**src/rtl/imem_if.sv**
```systemverilog
// Instruction-memory request/response channel between the fetch stage and imem.
// One request is outstanding at a time; each accepted request returns exactly one word.
interface imem_if;
  localparam int unsigned XLEN = 32;

  logic            req_valid;
  logic            req_ready;
  logic [XLEN-1:0] addr;
  logic            rsp_valid;
  logic [XLEN-1:0] rsp_data;

  modport master (output req_valid, addr, input req_ready, rsp_valid, rsp_data);
  modport slave  (input req_valid, addr, output req_ready, rsp_valid, rsp_data);
endinterface

```
**src/rtl/fetch_unit.sv**
```systemverilog
// IF stage of the 5-stage MIPS pipeline: owns pc_F, fetches one word at a time
// over imem_if and loads the IF/ID register, with a one-entry skid for decode stalls.
module fetch_unit #(
  parameter logic [31:0] RESET_PC = 32'h0000_3000
) (
  input  logic        clk,
  input  logic        rst_n,
  input  logic        redirect,
  input  logic [31:0] redirect_pc,
  input  logic        stall_D,
  imem_if.master      imem,
  output logic        valid_D,
  output logic [31:0] instr_D,
  output logic [31:0] pc_D,
  output logic [31:0] pc_D4
);
  localparam int unsigned XLEN = 32;
  localparam logic [XLEN-1:0] PC_STEP = XLEN'(4);

  typedef enum logic [1:0] {ISSUE, WAIT, HOLD, DROP} state_e;

  state_e          state_q, state_d;
  logic [XLEN-1:0] pc_f_q, pc_f_d;
  logic [XLEN-1:0] skid_instr_q, skid_instr_d;
  logic [XLEN-1:0] skid_pc_q, skid_pc_d;
  logic            id_valid_q, id_valid_d;
  logic [XLEN-1:0] id_instr_q, id_instr_d;
  logic [XLEN-1:0] id_pc_q, id_pc_d;
  logic [XLEN-1:0] id_pc4_q, id_pc4_d;
  logic            req_valid_q, req_valid_d;

  logic            handshake;
  logic            load;
  logic [XLEN-1:0] load_instr;
  logic [XLEN-1:0] load_pc;

  assign handshake = req_valid_q & imem.req_ready;

  // Next-state, fetch PC, skid and IF/ID update; redirect pre-empts everything else.
  always_comb begin
    state_d      = state_q;
    pc_f_d       = pc_f_q;
    skid_instr_d = skid_instr_q;
    skid_pc_d    = skid_pc_q;
    id_valid_d   = id_valid_q;
    id_instr_d   = id_instr_q;
    id_pc_d      = id_pc_q;
    id_pc4_d     = id_pc4_q;
    load         = 1'b0;
    load_instr   = '0;
    load_pc      = '0;

    if (redirect) begin
      pc_f_d       = redirect_pc;
      id_valid_d   = 1'b0;
      skid_instr_d = '0;
      skid_pc_d    = '0;
      case (state_q)
        ISSUE:   state_d = handshake ? DROP : ISSUE;
        WAIT:    state_d = imem.rsp_valid ? ISSUE : DROP;
        HOLD:    state_d = ISSUE;
        DROP:    state_d = imem.rsp_valid ? ISSUE : DROP;
        default: state_d = ISSUE;
      endcase
    end else begin
      if (!stall_D) begin
        id_valid_d = 1'b0;
      end
      case (state_q)
        ISSUE: begin
          if (handshake) begin
            state_d = WAIT;
          end
        end
        WAIT: begin
          if (imem.rsp_valid) begin
            pc_f_d = pc_f_q + PC_STEP;
            if (!id_valid_q || !stall_D) begin
              load       = 1'b1;
              load_instr = imem.rsp_data;
              load_pc    = pc_f_q;
              state_d    = ISSUE;
            end else begin
              skid_instr_d = imem.rsp_data;
              skid_pc_d    = pc_f_q;
              state_d      = HOLD;
            end
          end
        end
        HOLD: begin
          if (!stall_D) begin
            load         = 1'b1;
            load_instr   = skid_instr_q;
            load_pc      = skid_pc_q;
            skid_instr_d = '0;
            skid_pc_d    = '0;
            state_d      = ISSUE;
          end
        end
        DROP: begin
          if (imem.rsp_valid) begin
            state_d = ISSUE;
          end
        end
        default: state_d = ISSUE;
      endcase
      if (load) begin
        id_valid_d = 1'b1;
        id_instr_d = load_instr;
        id_pc_d    = load_pc;
        id_pc4_d   = load_pc + PC_STEP;
      end
    end
  end

  // Request valid is registered so it reads low throughout reset.
  assign req_valid_d = (state_d == ISSUE);

  always_ff @(posedge clk or negedge rst_n) begin
    if (!rst_n) begin
      state_q      <= ISSUE;
      pc_f_q       <= RESET_PC;
      skid_instr_q <= '0;
      skid_pc_q    <= '0;
      id_valid_q   <= 1'b0;
      id_instr_q   <= '0;
      id_pc_q      <= '0;
      id_pc4_q     <= '0;
      req_valid_q  <= 1'b0;
    end else begin
      state_q      <= state_d;
      pc_f_q       <= pc_f_d;
      skid_instr_q <= skid_instr_d;
      skid_pc_q    <= skid_pc_d;
      id_valid_q   <= id_valid_d;
      id_instr_q   <= id_instr_d;
      id_pc_q      <= id_pc_d;
      id_pc4_q     <= id_pc4_d;
      req_valid_q  <= req_valid_d;
    end
  end

  assign imem.req_valid = req_valid_q;
  assign imem.addr      = pc_f_q;
  assign valid_D        = id_valid_q;
  assign instr_D        = id_instr_q;
  assign pc_D           = id_pc_q;
  assign pc_D4          = id_pc4_q;
endmodule
```
**src/flat_wrapper.sv**
```systemverilog
// flat-port wrapper written by rule: the top's interface ports become plain ports
module fetch_unit_flat 
#(
  parameter logic [31:0] RESET_PC = 32'h0000_3000
)
  (clk, rst_n, redirect, redirect_pc, stall_D, valid_D, instr_D, pc_D, pc_D4, imem_req_valid, imem_addr, imem_req_ready, imem_rsp_valid, imem_rsp_data);
  imem_if imem_i ();
  input  logic clk;
  input  logic rst_n;
  input  logic redirect;
  input  logic [31:0] redirect_pc;
  input  logic stall_D;
  output logic valid_D;
  output logic [31:0] instr_D;
  output logic [31:0] pc_D;
  output logic [31:0] pc_D4;
  output wire logic [$bits(imem_i.req_valid)-1:0] imem_req_valid;
  output wire logic [$bits(imem_i.addr)-1:0] imem_addr;
  input wire logic [$bits(imem_i.req_ready)-1:0] imem_req_ready;
  input wire logic [$bits(imem_i.rsp_valid)-1:0] imem_rsp_valid;
  input wire logic [$bits(imem_i.rsp_data)-1:0] imem_rsp_data;
  assign imem_req_valid = imem_i.req_valid;
  assign imem_addr = imem_i.addr;
  assign imem_i.req_ready = imem_req_ready;
  assign imem_i.rsp_valid = imem_rsp_valid;
  assign imem_i.rsp_data = imem_rsp_data;
  fetch_unit #(.RESET_PC(RESET_PC)) u_core (.clk(clk), .rst_n(rst_n), .redirect(redirect), .redirect_pc(redirect_pc), .stall_D(stall_D), .imem(imem_i), .valid_D(valid_D), .instr_D(instr_D), .pc_D(pc_D), .pc_D4(pc_D4));
endmodule
```
**config.mk**
```make
export PLATFORM = sky130hd
export DESIGN_NAME = fetch_unit_flat
export DESIGN_NICKNAME = d
export VERILOG_FILES = /design/src/rtl/imem_if.sv /design/src/rtl/fetch_unit.sv /design/src/flat_wrapper.sv
export SDC_FILE = /design/constraint.sdc
export NUM_CORES = 1
export LEC_CHECK = 0
export CAP_MARGIN = 20
export CORE_ASPECT_RATIO = 0.9
export CORE_MARGIN = 4
export CORE_UTILIZATION = 30
export CTS_CLUSTER_SIZE = 24
export DETAILED_ROUTE_END_ITERATION = 12
export PLACE_DENSITY_LB_ADDON = 0.2
export RECOVER_POWER = 50
export SYNTH_ARGS = -nofsm -noshare
export SYNTH_HDL_FRONTEND = slang
export SYNTH_SLANG_ARGS = --single-unit
```
**constraint.sdc**
```tcl
create_clock -name clk -period 5.9 [get_ports clk]
set_clock_uncertainty 0.2 [all_clocks]
set_input_delay 0.885 -clock clk [delete_from_list [all_inputs] [get_ports clk]]
set_output_delay 0.885 -clock clk [all_outputs]
set_load 0.02 [all_outputs]
```
Fig. 1: clock nets
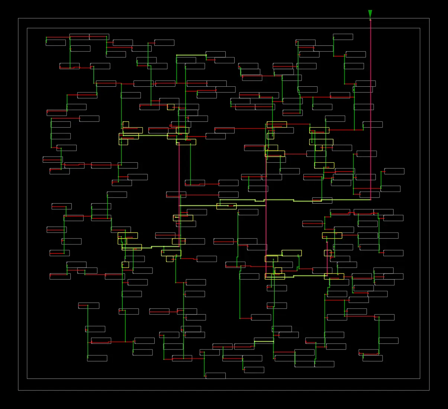
power in the clock group: 1.20 mW
Num CTS Buffers: 17
worst-skew pair later-pin latency: 0.43 ns
number of clock buffer instances in the layout: 17
clock sink total: 194

Fig. 2: clock network drawn from the DEF
Scale bar: 50 um.
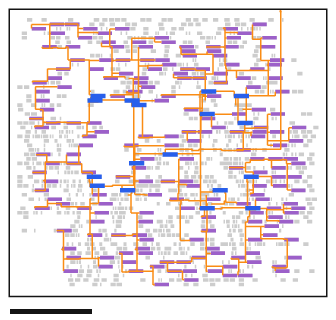
Purple stands for flip-flops, count 194. Orange stands for clock wires, length 2,590 um. Blue stands for clock-net drivers, count 17.
There are 18 routed clock nets. Position of the flops: all over the die.

Fig. 3: the metal 3 layer
Cells faint in the background.
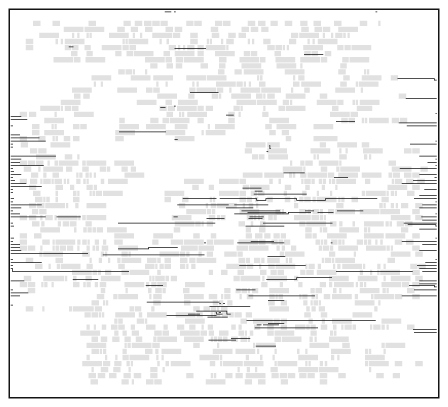
The wires run mostly horizontal. The layer holds 5.7% of the routed length.

==> tab_implementation.tex <==
% Synthesis and place-and-route results
\begin{tabular}{lr}
\hline
Metric & Value \\
\hline
\multicolumn{2}{l}{\textbf{Outcome}} \\
Status & complete, but fails checks \\
Violated checks & max-capacitance violations, max-slew violations \\
\multicolumn{2}{l}{\textbf{Placement}} \\
Cell area after placement & roughly 0.011 mm\^{}2 \\
\multicolumn{2}{l}{\textbf{Power}} \\
Pwr/cell area & about 370 mW/mm\^{}2 \\
\multicolumn{2}{l}{\textbf{Detailed routing}} \\
Total vias in the final route & between 7k and 8k \\
Drt wl/cell & roughly 19 um \\
Number of remaining DRC errors & 0 \\
Via-to-Cell Ratio & 5.146 \\
Number of detailed-routing iterations run before antenna repair & 5 \\
Post-Route WL & roughly 29,000 um \\
\multicolumn{2}{l}{\textbf{Synthesis}} \\
Post-synthesis sequential element count & just under 200 \\
Total of warnings raised by yosys & 0 \\
\multicolumn{2}{l}{\textbf{Setup path}} \\
Data required time of the worst path & between 6 and 7 ns \\
Delay-heaviest family, CP & simple AND/OR/NAND/NOR gates \\
Critical path capture point type & flip-flop \\
\multicolumn{2}{l}{\textbf{Clock tree}} \\
Buffer depth of the longest clock path & 2 \\
\multicolumn{2}{l}{\textbf{Global routing}} \\
First-pass GRT wire length & 45,670 um \\
\multicolumn{2}{l}{\textbf{Timing}} \\
Pins Over Slew Limit & roughly 130 \\
\multicolumn{2}{l}{\textbf{Floorplan}} \\
Die outline height & 173.2 um \\
\multicolumn{2}{l}{\textbf{Job}} \\
Max-capacitance violation count & 2 \\
\hline
\end{tabular}
==> synthesized netlist by cell type (all sizes together), types with 16 or more instances <==
library cell / count / area share (%)
nor2: 103 / 4.2
a22o: 68 / 6.5
dfrtp: 192 / 53
nor3: 22 / 1.2
a221oi: 37 / 3.6
xor2: 25 / 2.4
nand4: 16 / 1.1
o21ai: 81 / 4.5
nand2: 125 / 5.2
clkbuf: 62 / 2.6
xnor2: 23 / 2.2
==> registers in the layout, summed over array words and instances, names as in the netlist <==
name and cells:
u_core.imem.addr 32, u_core.imem.req_valid 1, u_core.instr_D 32, u_core.pc_D 30, u_core.pc_D4 32, u_core.skid_instr_q 32
u_core.skid_pc_q 32, u_core.state_q 2, u_core.valid_D 1
==> cells by family after synthesis <==
family | count (synthesis) | synth area share, %
DFF | 194 | 53.38
buffers and inverters | 80 | 3.616
muxes | 7 | 0.8112
adders and majority gates | 6 | 0.8249
AOI/OAI and AO/OA | 245 | 19.73
xor gates and xnor gates | 48 | 4.620
and+or+nand+nor | 334 | 17.02
==> area by class of cell <==
cell class / count / area, um^2 / share of cell area [%]
Clock buffer: 17 / 425.4 / 3.534
Inverter: 5 / 18.77 / 0.1559
Clock inverter: 15 / 186.4 / 1.549
Timing Repair Buffer: 210 / 2083 / 17.30
Tap cell: 403 / 504.2 / 4.188
Multi-Input combinational cell: 640 / 3961 / 32.90
Antenna cell: 1 / 2.502 / 0.02079
Sequential cell: 194 / 4857 / 40.35
==> worst min-delay path, stage by stage (launching register included) <==
cell	delay, ns
dfrtp_1	0.34
nand2_1	0.05
nand2_1	0.04
==> final timing paths <==
path	startpoint	endpoint	slack [ns]	cells after the start
setup / recovery	stall_D	u_core.pc_D4[26]	1.62	9
hold / removal	u_core.pc_D4[30]	u_core.pc_D4[30]	0.27	2
setup reg to reg	u_core.state_q[0]	u_core.pc_D4[26]	1.77	10
hold reg to reg	u_core.pc_D4[30]	u_core.pc_D4[30]	0.27	2
max in group asynchronous	rst_n	u_core.imem.addr[17]	2.03	1
min in group asynchronous	rst_n	u_core.instr_D[8]	1.43	1
==> metal layers <==
layer | global-route usage [%] | vias up
met5 | 0 | -
met2 | 23.98 | 222
met3 | 3.484 | 22
met1 | 28.07 | 3759
li1 | - | 3639
met4 | 3.441 | 0
==> stage by stage <==
stage                     util (%)  cells
after floorplan                  -    914
after global placement       38.29   1452
after detailed placement     38.29   1452
after CTS                    40.34   1484
after global routing         40.29   1485
final                        40.29   1485
==> power by group <==
group,switching (mW),total (mW),internal [mW],leakage [nW]
registers,0.192,1.76,1.57,2.56
clock network,0.587,1.20,0.613,0.295
logic,0.882,1.50,0.614,2.12
total,1.66,4.46,2.80,4.98
Power figures rest on the tool's default switching activity, not on a simulated workload.
